Figure 1. Nets reached from selected ports (run 1).
Bar = 50 um.
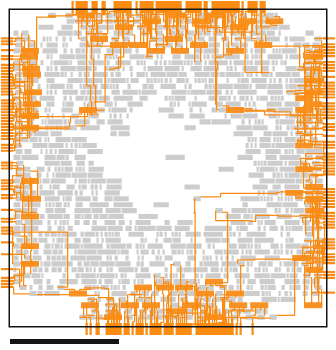
Figure 2. Metal 1 (run 1).
Supply wires on this layer in gray. Cells faint in the background.
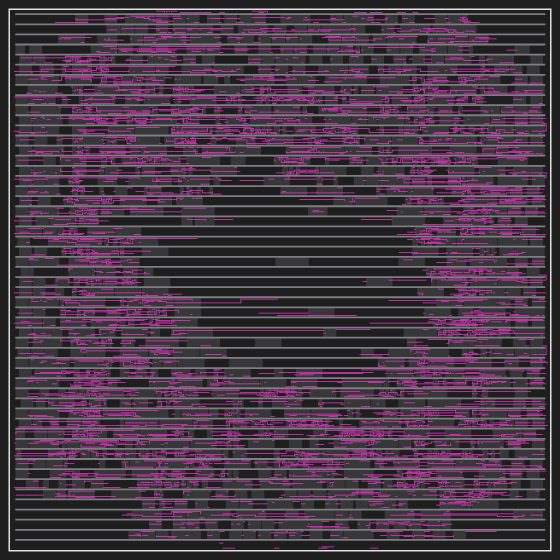
Figure 3. Metal 2 (run 1).
Cells faint in the background.
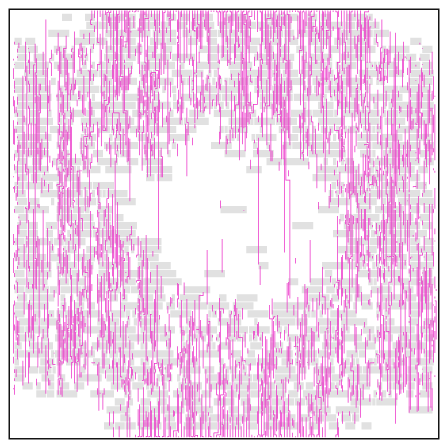
Figure 4. Congestion heat map (run 1).
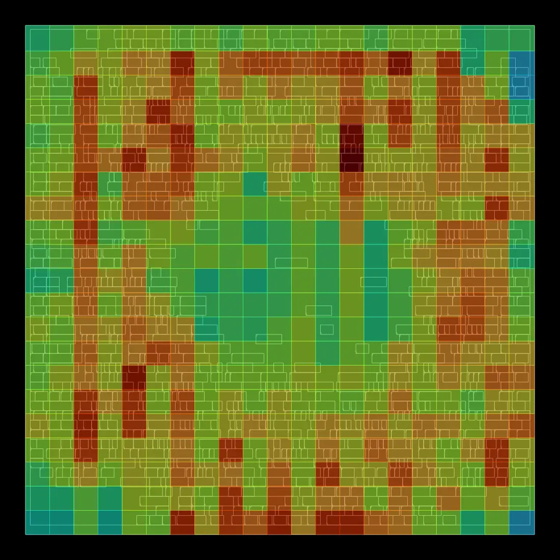
$ cat config.mk
export PLATFORM = sky130hd
export DESIGN_NAME = sti_upstream_arbiter
export DESIGN_NICKNAME = d
export VERILOG_FILES = /design/src/rtl/sti_pkg.sv /design/src/rtl/sti_skid_buffer.sv /design/src/rtl/sti_upstream_arbiter.sv
export SDC_FILE = /design/constraint.sdc
export NUM_CORES = 1
export LEC_CHECK = 0
export CAP_MARGIN = 20
export CORE_UTILIZATION = 39
export CTS_CLUSTER_SIZE = 10
export DETAILED_ROUTE_END_ITERATION = 8
export PLACE_DENSITY = 0.77
export REMOVE_ABC_BUFFERS = 1
export SYNTH_ARGS = -nofsm -noshare
export SYNTH_HDL_FRONTEND = slang
export SYNTH_SLANG_ARGS = --single-unit
$ cat constraint.sdc
create_clock -name clk -period 2.27 [get_ports clk]
set_input_delay 0.681 -clock clk [delete_from_list [all_inputs] [get_ports clk]]
set_output_delay 0.681 -clock clk [all_outputs]
set_load 0.03 [all_outputs]
$ cat src/rtl/sti_pkg.sv
// Shared definitions for the stack-bus upstream arbiter: control codes,
// FSM encoding and default widths.
package sti_pkg;

    localparam int STI_CNTL_W        = 2;
    localparam int STI_NUM_LANES_DEF = 4;
    localparam int STI_LANE_W_DEF    = 2;
    localparam int STI_DATA_W_DEF    = 64;
    localparam int STI_TYPE_W_DEF    = 2;

    localparam logic [1:0] STI_CNTL_SOP     = 2'b01;
    localparam logic [1:0] STI_CNTL_MOP     = 2'b10;
    localparam logic [1:0] STI_CNTL_EOP     = 2'b11;
    localparam logic [1:0] STI_CNTL_SOP_EOP = 2'b00;

    typedef enum logic {
        STI_IDLE  = 1'b0,
        STI_GRANT = 1'b1
    } sti_state_e;

    // Beat opens a packet (SOP or single-beat SOP_EOP).
    function automatic logic sti_is_start(input logic [1:0] cntl);
        return (cntl == STI_CNTL_SOP) || (cntl == STI_CNTL_SOP_EOP);
    endfunction

    // Beat closes a packet (EOP or single-beat SOP_EOP).
    function automatic logic sti_is_end(input logic [1:0] cntl);
        return (cntl == STI_CNTL_EOP) || (cntl == STI_CNTL_SOP_EOP);
    endfunction

endpackage

$ cat src/rtl/sti_skid_buffer.sv
// Two-entry FIFO skid buffer; in_ready comes from a registered space flag so
// the downstream ready never reaches the upstream ready combinationally.
module sti_skid_buffer #(
    parameter int W = 70
) (
    input  logic         clk,
    input  logic         reset_poweron,
    input  logic         in_valid,
    output logic         in_ready,
    input  logic [W-1:0] in_data,
    output logic         out_valid,
    input  logic         out_ready,
    output logic [W-1:0] out_data
);

    logic [W-1:0] mem_q [2];
    logic [W-1:0] mem_d [2];
    logic         wr_ptr_q, wr_ptr_d;
    logic         rd_ptr_q, rd_ptr_d;
    logic [1:0]   count_q, count_d;
    logic         space_q, space_d;
    logic         push_s, pop_s;

    // Next-state computation for storage, pointers, occupancy and space flag.
    always_comb begin
        push_s   = in_valid && space_q;
        pop_s    = (count_q != 2'd0) && out_ready;
        mem_d[0] = mem_q[0];
        mem_d[1] = mem_q[1];
        wr_ptr_d = wr_ptr_q;
        rd_ptr_d = rd_ptr_q;
        count_d  = count_q;
        if (push_s) begin
            mem_d[wr_ptr_q] = in_data;
            wr_ptr_d        = ~wr_ptr_q;
        end else begin
            wr_ptr_d = wr_ptr_q;
        end
        if (pop_s) begin
            rd_ptr_d = ~rd_ptr_q;
        end else begin
            rd_ptr_d = rd_ptr_q;
        end
        case ({push_s, pop_s})
            2'b10:   count_d = count_q + 2'd1;
            2'b01:   count_d = count_q - 2'd1;
            default: count_d = count_q;
        endcase
        space_d = (count_d != 2'd2);
    end

    // State registers with synchronous power-on reset.
    always_ff @(posedge clk) begin
        if (reset_poweron) begin
            mem_q[0] <= '0;
            mem_q[1] <= '0;
            wr_ptr_q <= 1'b0;
            rd_ptr_q <= 1'b0;
            count_q  <= 2'd0;
            space_q  <= 1'b1;
        end else begin
            mem_q[0] <= mem_d[0];
            mem_q[1] <= mem_d[1];
            wr_ptr_q <= wr_ptr_d;
            rd_ptr_q <= rd_ptr_d;
            count_q  <= count_d;
            space_q  <= space_d;
        end
    end

    assign in_ready  = space_q;
    assign out_valid = (count_q != 2'd0);
    assign out_data  = mem_q[rd_ptr_q];

endmodule

$ cat src/rtl/sti_upstream_arbiter.sv
// Packet-atomic round-robin arbiter sharing the PE upstream stack-bus port
// among NUM_LANES streaming-op lanes, with a 2-entry output skid buffer.
module sti_upstream_arbiter
    import sti_pkg::*;
#(
    parameter int NUM_LANES = STI_NUM_LANES_DEF,
    parameter int LANE_W    = STI_LANE_W_DEF,
    parameter int DATA_W    = STI_DATA_W_DEF,
    parameter int TYPE_W    = STI_TYPE_W_DEF
) (
    input  logic                        clk,
    input  logic                        reset_poweron,
    input  logic [NUM_LANES-1:0]        stOp__sti__valid,
    input  logic [2*NUM_LANES-1:0]      stOp__sti__cntl,
    input  logic [TYPE_W*NUM_LANES-1:0] stOp__sti__type,
    input  logic [DATA_W*NUM_LANES-1:0] stOp__sti__data,
    output logic [NUM_LANES-1:0]        sti__stOp__ready,
    output logic                        pe__stu__valid,
    output logic [1:0]                  pe__stu__cntl,
    output logic [TYPE_W-1:0]           pe__stu__type,
    output logic [DATA_W-1:0]           pe__stu__data,
    output logic [LANE_W-1:0]           pe__stu__lane,
    input  logic                        stu__pe__ready,
    output logic                        sti__cntl__proto_err
);

    localparam int PW = STI_CNTL_W + TYPE_W + DATA_W + LANE_W;

    sti_state_e       state_q, state_d;
    logic [LANE_W-1:0] grant_lane_q, grant_lane_d;
    logic [LANE_W-1:0] ptr_q, ptr_d;
    logic             err_q, err_d;
    logic             first_q, first_d;

    logic              found_s;
    int                scan_idx_s;
    logic [LANE_W-1:0] lane_idx_s;
    logic              lane_valid_s;
    logic [1:0]        lane_cntl_s;
    logic [TYPE_W-1:0] lane_type_s;
    logic [DATA_W-1:0] lane_data_s;
    logic              accept_s;
    logic              skid_space_s;
    logic [NUM_LANES-1:0] ready_s;
    logic [PW-1:0]     push_data_s;
    logic [PW-1:0]     skid_out_s;

    assign lane_valid_s = stOp__sti__valid[grant_lane_q];
    assign lane_cntl_s  = stOp__sti__cntl[grant_lane_q*STI_CNTL_W +: STI_CNTL_W];
    assign lane_type_s  = stOp__sti__type[grant_lane_q*TYPE_W +: TYPE_W];
    assign lane_data_s  = stOp__sti__data[grant_lane_q*DATA_W +: DATA_W];
    assign accept_s     = (state_q == STI_GRANT) && lane_valid_s && skid_space_s;
    assign push_data_s  = {lane_cntl_s, lane_type_s, lane_data_s, grant_lane_q};

    // Only the granted lane sees ready, and only while the skid has room.
    always_comb begin
        ready_s = '0;
        if (state_q == STI_GRANT) begin
            ready_s[grant_lane_q] = skid_space_s;
        end else begin
            ready_s = '0;
        end
    end

    // Arbitration FSM next-state: round-robin scan in IDLE, packet tracking in GRANT.
    always_comb begin
        state_d      = state_q;
        grant_lane_d = grant_lane_q;
        ptr_d        = ptr_q;
        err_d        = err_q;
        first_d      = first_q;
        found_s      = 1'b0;
        scan_idx_s   = 0;
        lane_idx_s   = '0;
        case (state_q)
            STI_IDLE: begin
                for (int i = 0; i < NUM_LANES; i++) begin
                    scan_idx_s = (int'(ptr_q) + i) % NUM_LANES;
                    lane_idx_s = LANE_W'(scan_idx_s);
                    if (!found_s && stOp__sti__valid[lane_idx_s]) begin
                        found_s      = 1'b1;
                        grant_lane_d = lane_idx_s;
                    end else begin
                        found_s = found_s;
                    end
                end
                if (found_s) begin
                    state_d = STI_GRANT;
                    first_d = 1'b1;
                end else begin
                    state_d = STI_IDLE;
                end
            end
            STI_GRANT: begin
                if (accept_s) begin
                    first_d = 1'b0;
                    // Malformed framing is flagged but the beat still goes out.
                    if (first_q && !sti_is_start(lane_cntl_s)) begin
                        err_d = 1'b1;
                    end else if (!first_q && sti_is_start(lane_cntl_s)) begin
                        err_d = 1'b1;
                    end else begin
                        err_d = err_q;
                    end
                    if (sti_is_end(lane_cntl_s)) begin
                        ptr_d   = LANE_W'((int'(grant_lane_q) + 1) % NUM_LANES);
                        state_d = STI_IDLE;
                    end else begin
                        state_d = STI_GRANT;
                    end
                end else begin
                    state_d = STI_GRANT;
                end
            end
            default: begin
                state_d = STI_IDLE;
            end
        endcase
    end

    // Arbiter state registers with synchronous power-on reset.
    always_ff @(posedge clk) begin
        if (reset_poweron) begin
            state_q      <= STI_IDLE;
            grant_lane_q <= '0;
            ptr_q        <= '0;
            err_q        <= 1'b0;
            first_q      <= 1'b0;
        end else begin
            state_q      <= state_d;
            grant_lane_q <= grant_lane_d;
            ptr_q        <= ptr_d;
            err_q        <= err_d;
            first_q      <= first_d;
        end
    end

    sti_skid_buffer #(
        .W (PW)
    ) u_skid (
        .clk           (clk),
        .reset_poweron (reset_poweron),
        .in_valid      (accept_s),
        .in_ready      (skid_space_s),
        .in_data       (push_data_s),
        .out_valid     (pe__stu__valid),
        .out_ready     (stu__pe__ready),
        .out_data      (skid_out_s)
    );

    assign {pe__stu__cntl, pe__stu__type, pe__stu__data, pe__stu__lane} = skid_out_s;
    assign sti__stOp__ready     = ready_s;
    assign sti__cntl__proto_err = err_q;

endmodule

==> summary.txt, run 1 <==
Implementation results

Looking at the setup timing report, the critical path kind is register to primary output. The portion of total power attributed to combinational logic is 39.5%. Counting I/O delays and the setup requirement, the final critical path takes 2.304 ns. The fraction of area in clock buffers and inverters is 4.522%. Endpoints failing hold in the final report were tallied at 0. The mapped netlist covers 8006 um^2. The adder and majority gate portion of the synthesized area is 0.7814%. The maximum clock path buffer count is 2. The flow ran to the end, but the final reports show violations. The residual overflow from global routing is 0. The register name with the most flops is u_skid.mem_q.

Post-CTS repair ended up resizing 274 cells. Across all checked pins, the minimum headroom to the slew limit is 60.41%. The number of setup violations in the final report is 14.

The number of unique standard cell types used by synthesis is 37. The final reports fail on setup timing. The count of buffer and inverter cells on the critical path is 3.

The critical path in the final layout is reported with a setup slack of -0.03392 ns. The total global-route track usage is 23.50%. The critical path endpoint category is a primary output. The global routing's busiest layer is met2.

The pre-antenna-repair detailed-routing pass consisted of 4 iterations.
Notes on Figure 1 above:
color	port	direction	edge	end cells	buffers	wire
orange	stOp__sti__data	input	75 north, 63 east, 62 south, 56 west	64	256	5470 um

Notes on Figure 2 above:
wire length on this layer	9630 um
nets with wire on the layer	1304
longest straight run	61.6 um
main direction	horizontal
share of all routed wire	39%

Notes on Figure 3 above:
share of all routed wire	53%
main direction	vertical
wire length on this layer	13100 um
longest straight run	58.8 um

Notes on Figure 4 above:
WL/cell: 16.80 um
final core utilization: 63.78%
met3 layer usage reported by global route: 6.447%
met1 Track Usage GR: 27.00%

Figure 5. Sequential cells grouped by signal name (run 1).
Other sequential cells in the stronger gray, the rest of the logic in the fainter gray.
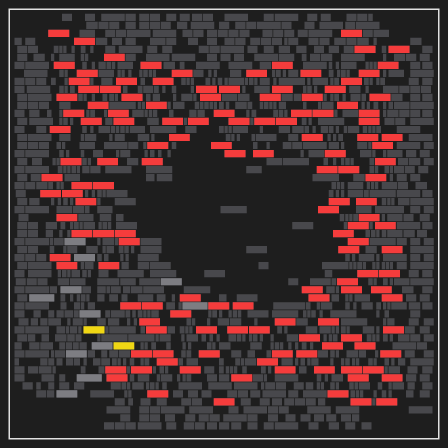

==> run 2, diff against run 1 <==
--- a/config.mk
+++ b/config.mk
@@ -6,10 +6,10 @@
 export NUM_CORES = 1
 export LEC_CHECK = 0
 export CAP_MARGIN = 20
-export CORE_UTILIZATION = 39
+export CORE_UTILIZATION = 40
 export CTS_CLUSTER_SIZE = 10
 export DETAILED_ROUTE_END_ITERATION = 8
-export PLACE_DENSITY = 0.77
+export PLACE_DENSITY = 0.76
 export REMOVE_ABC_BUFFERS = 1
 export SYNTH_ARGS = -nofsm -noshare
 export SYNTH_HDL_FRONTEND = slang
==> constraint.sdc (replaced) <==
create_clock -name clk -period 2.25 [get_ports clk]
set_input_delay 0.675 -clock clk [delete_from_list [all_inputs] [get_ports clk]]
set_output_delay 0.675 -clock clk [all_outputs]
set_load 0.03 [all_outputs]
Figure 6. Sequential cells grouped by signal name (run 2).
Other sequential cells in the stronger gray, the rest of the logic in the fainter gray.
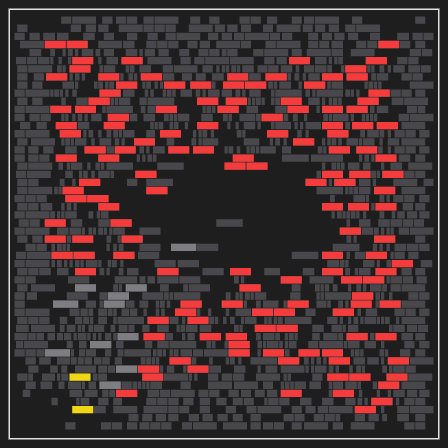
color	name in the netlist	sequential cells
yellow	u_skid.count_q	2
red	u_skid.mem_q	140
not colored	11

==> summary.txt, run 2 <==
Implementation results

Result of the run: finished, violations left (unchanged). Violations in the final reports: setup timing (unchanged). The number of antenna repair diodes is 1 (unchanged). The number of iterations in the first detailed-routing pass came to 4 (unchanged). The setup fix buffers added after clock tree synthesis was 1 (was 6). The XOR/XNOR share of the synthesized area is 0.5470% (unchanged). The adder and majority gate portion of the synthesized area is 0.7814% (unchanged). The residual overflow from global routing came to 0 (unchanged). The global routing's busiest layer is met2 (unchanged).

The data required time at the worst endpoint was 1.57 ns (was 1.59 ns). The number of setup violations in the final report came to 62 (was 14). The final routed wire length divided by cell count was 16.72 um (was 16.80 um). The total number of tap cells is 265 (was 270). The number of unique standard cell types used by synthesis was 37 (unchanged). The critical path endpoint category is a primary output (unchanged). The post-layout utilization of the core is 64.71% (was 63.78%). The largest fanout of any net on the critical path is 34 (was 5). The met1 track demand over resource came to 25.48% (was 27.00%).

The stage delay of the slowest cell on the critical path is 0.38 ns (was 0.41 ns). The worst setup slack after layout came to -0.1212 ns (was -0.03392 ns). The compound-cell area share of the yosys netlist is 10.00% (unchanged).

The number of standard-cell rows in the floorplan is 51 (was 52). The count of buffer and inverter cells on the critical path came to 2 (was 3). The register name with the most flops was u_skid.mem_q (unchanged). Chain of cells forming the critical path: buf_12 > mux2_2 > clkdlybuf4s15_2 (was buf_12 > buf_12 > mux2_2 > buf_2). The layout buffering overhead excluding clock cells was 32.27% (was 32.31%).

The part of the total power dissipated in sequential elements came to 33.6% (was 31.9%). The category of the most critical setup path is register to primary output (unchanged). The maximum clock path buffer count is 2 (unchanged). The met3 routing resource usage after global routing is 5.665% (was 6.447%).

The remaining max-slew budget at the tightest pin is 66.23% (was 60.41%). The biggest power consumer among the groups is combinational logic (unchanged). The post-synthesis instance area is 8006 um^2 (unchanged). The count of instances resized after the clock tree is built is 179 (was 274).

The power density over the cells is 737.4 nW/um^2 (was 757.7 nW/um^2). The area of all sequential standard cells was 3074 um^2 (unchanged). The cell depth of the worst flop-to-flop path came to 5 (unchanged). The post-route minimum period is 2.371 ns. The most used logic cell in the final layout is sky130_fd_sc_hd__nand2_1 (unchanged). Derived from the worst setup path, the maximum achievable clock frequency is 0.4217 GHz. The end of the worst hold path is u_skid.mem_q[1][20] (was u_skid.mem_q[1][23]). The number of standard cells reported by yosys is 850 (unchanged). The total design power was 9.317 mW (was 9.748 mW). The fraction of area in clock buffers and inverters is 4.437% (was 4.522%). The most frequent cell after synthesis is sky130_fd_sc_hd__nand2_1 (unchanged).

The number of hold violations in the final report is 0 (unchanged). The total global-route track usage came to 23.13% (was 23.50%).
Figure 7. Metal 2 (run 2).
Cells faint in the background.
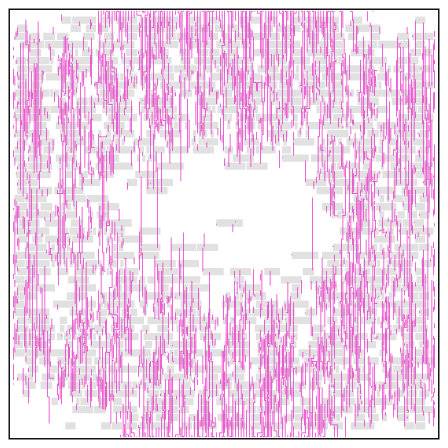

==> run 3, diff against run 2 <==
--- a/config.mk
+++ b/config.mk
@@ -5,8 +5,9 @@
 export SDC_FILE = /design/constraint.sdc
 export NUM_CORES = 1
 export LEC_CHECK = 0
-export CAP_MARGIN = 20
+export ABC_AREA = 1
 export CORE_UTILIZATION = 40
+export CTS_BUF_LIST = sky130_fd_sc_hd__clkbuf_8
 export CTS_CLUSTER_SIZE = 10
 export DETAILED_ROUTE_END_ITERATION = 8
 export PLACE_DENSITY = 0.76
Figure 8. Metal 2 (run 3).
Cells faint in the background.
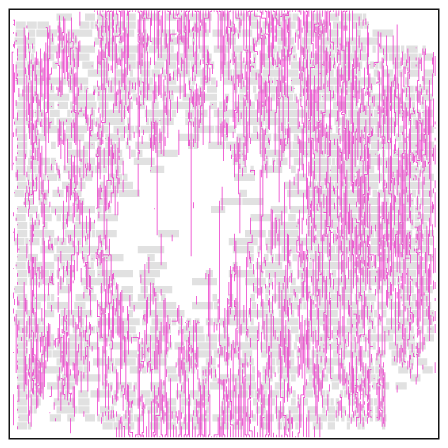
share of all routed wire	50%
nets with wire on the layer	1514
wire length on this layer	14800 um
main direction	vertical

==> summary.txt, run 3 <==
Implementation results

Result of the run: finished, violations left (unchanged). Violations in the final reports: setup timing (unchanged). The data required time at the worst endpoint is 1.57 ns (about the same).

The compound-cell area share of the yosys netlist came to 32.40% (was 10.00%). The most used logic cell in the final layout is sky130_fd_sc_hd__clkdlybuf4s50_1 (was sky130_fd_sc_hd__nand2_1). The largest fanout of any net on the critical path is 8 (was 34). The number of hold violations in the final report is 0 (unchanged). The number of setup violations in the final report is 11 (was 62). The number of unique standard cell types used by synthesis is 24 (was 37).

The number of iterations in the first detailed-routing pass is 5 (was 4). The category of the most critical setup path is register to primary output (unchanged). The global routing's busiest layer is met2 (unchanged). The adder and majority gate portion of the synthesized area is 0.7627% (was 0.7814%). The part of the total power dissipated in sequential elements is 24.0% (was 33.6%).

The maximum clock frequency was 0.4370 GHz (was 0.4217 GHz). The biggest power consumer among the groups is combinational logic (unchanged). The number of antenna repair diodes is 0 (was 1). The count of buffer and inverter cells on the critical path is 4 (was 2). The area of all sequential standard cells came to 3074 um^2 (unchanged). The end of the worst hold path is u_skid.rd_ptr_q (was u_skid.mem_q[1][20]).

The layout buffering overhead excluding clock cells was 33.34% (was 32.27%). The worst setup slack after layout is -0.03849 ns (was -0.1212 ns). Chain of cells forming the critical path: buf_12 > buf_12 > buf_16 > nor2_4 > a21oi_4 > buf_6 (was buf_12 > mux2_2 > clkdlybuf4s15_2).

The count of instances resized after the clock tree is built is 305 (was 179). The number of standard cells reported by yosys is 1217 (was 850). The cell depth of the worst flop-to-flop path was 9 (was 5).

The remaining max-slew budget at the tightest pin came to 56.87% (was 66.23%). The setup fix buffers added after clock tree synthesis is 8 (was 1). The critical path endpoint category is a primary output (unchanged). The total number of tap cells is 270 (was 265). The portion of total power attributed to combinational logic is 61.6% (was 37.2%). The post-route minimum period is 2.288 ns (was 2.371 ns). The post-synthesis instance area came to 8203 um^2 (was 8006 um^2). The maximum clock path buffer count is 2 (unchanged). The met3 routing resource usage after global routing is 5.943% (was 5.665%).

The residual overflow from global routing is 0 (unchanged).
Power is estimated from default activity; no workload was simulated.
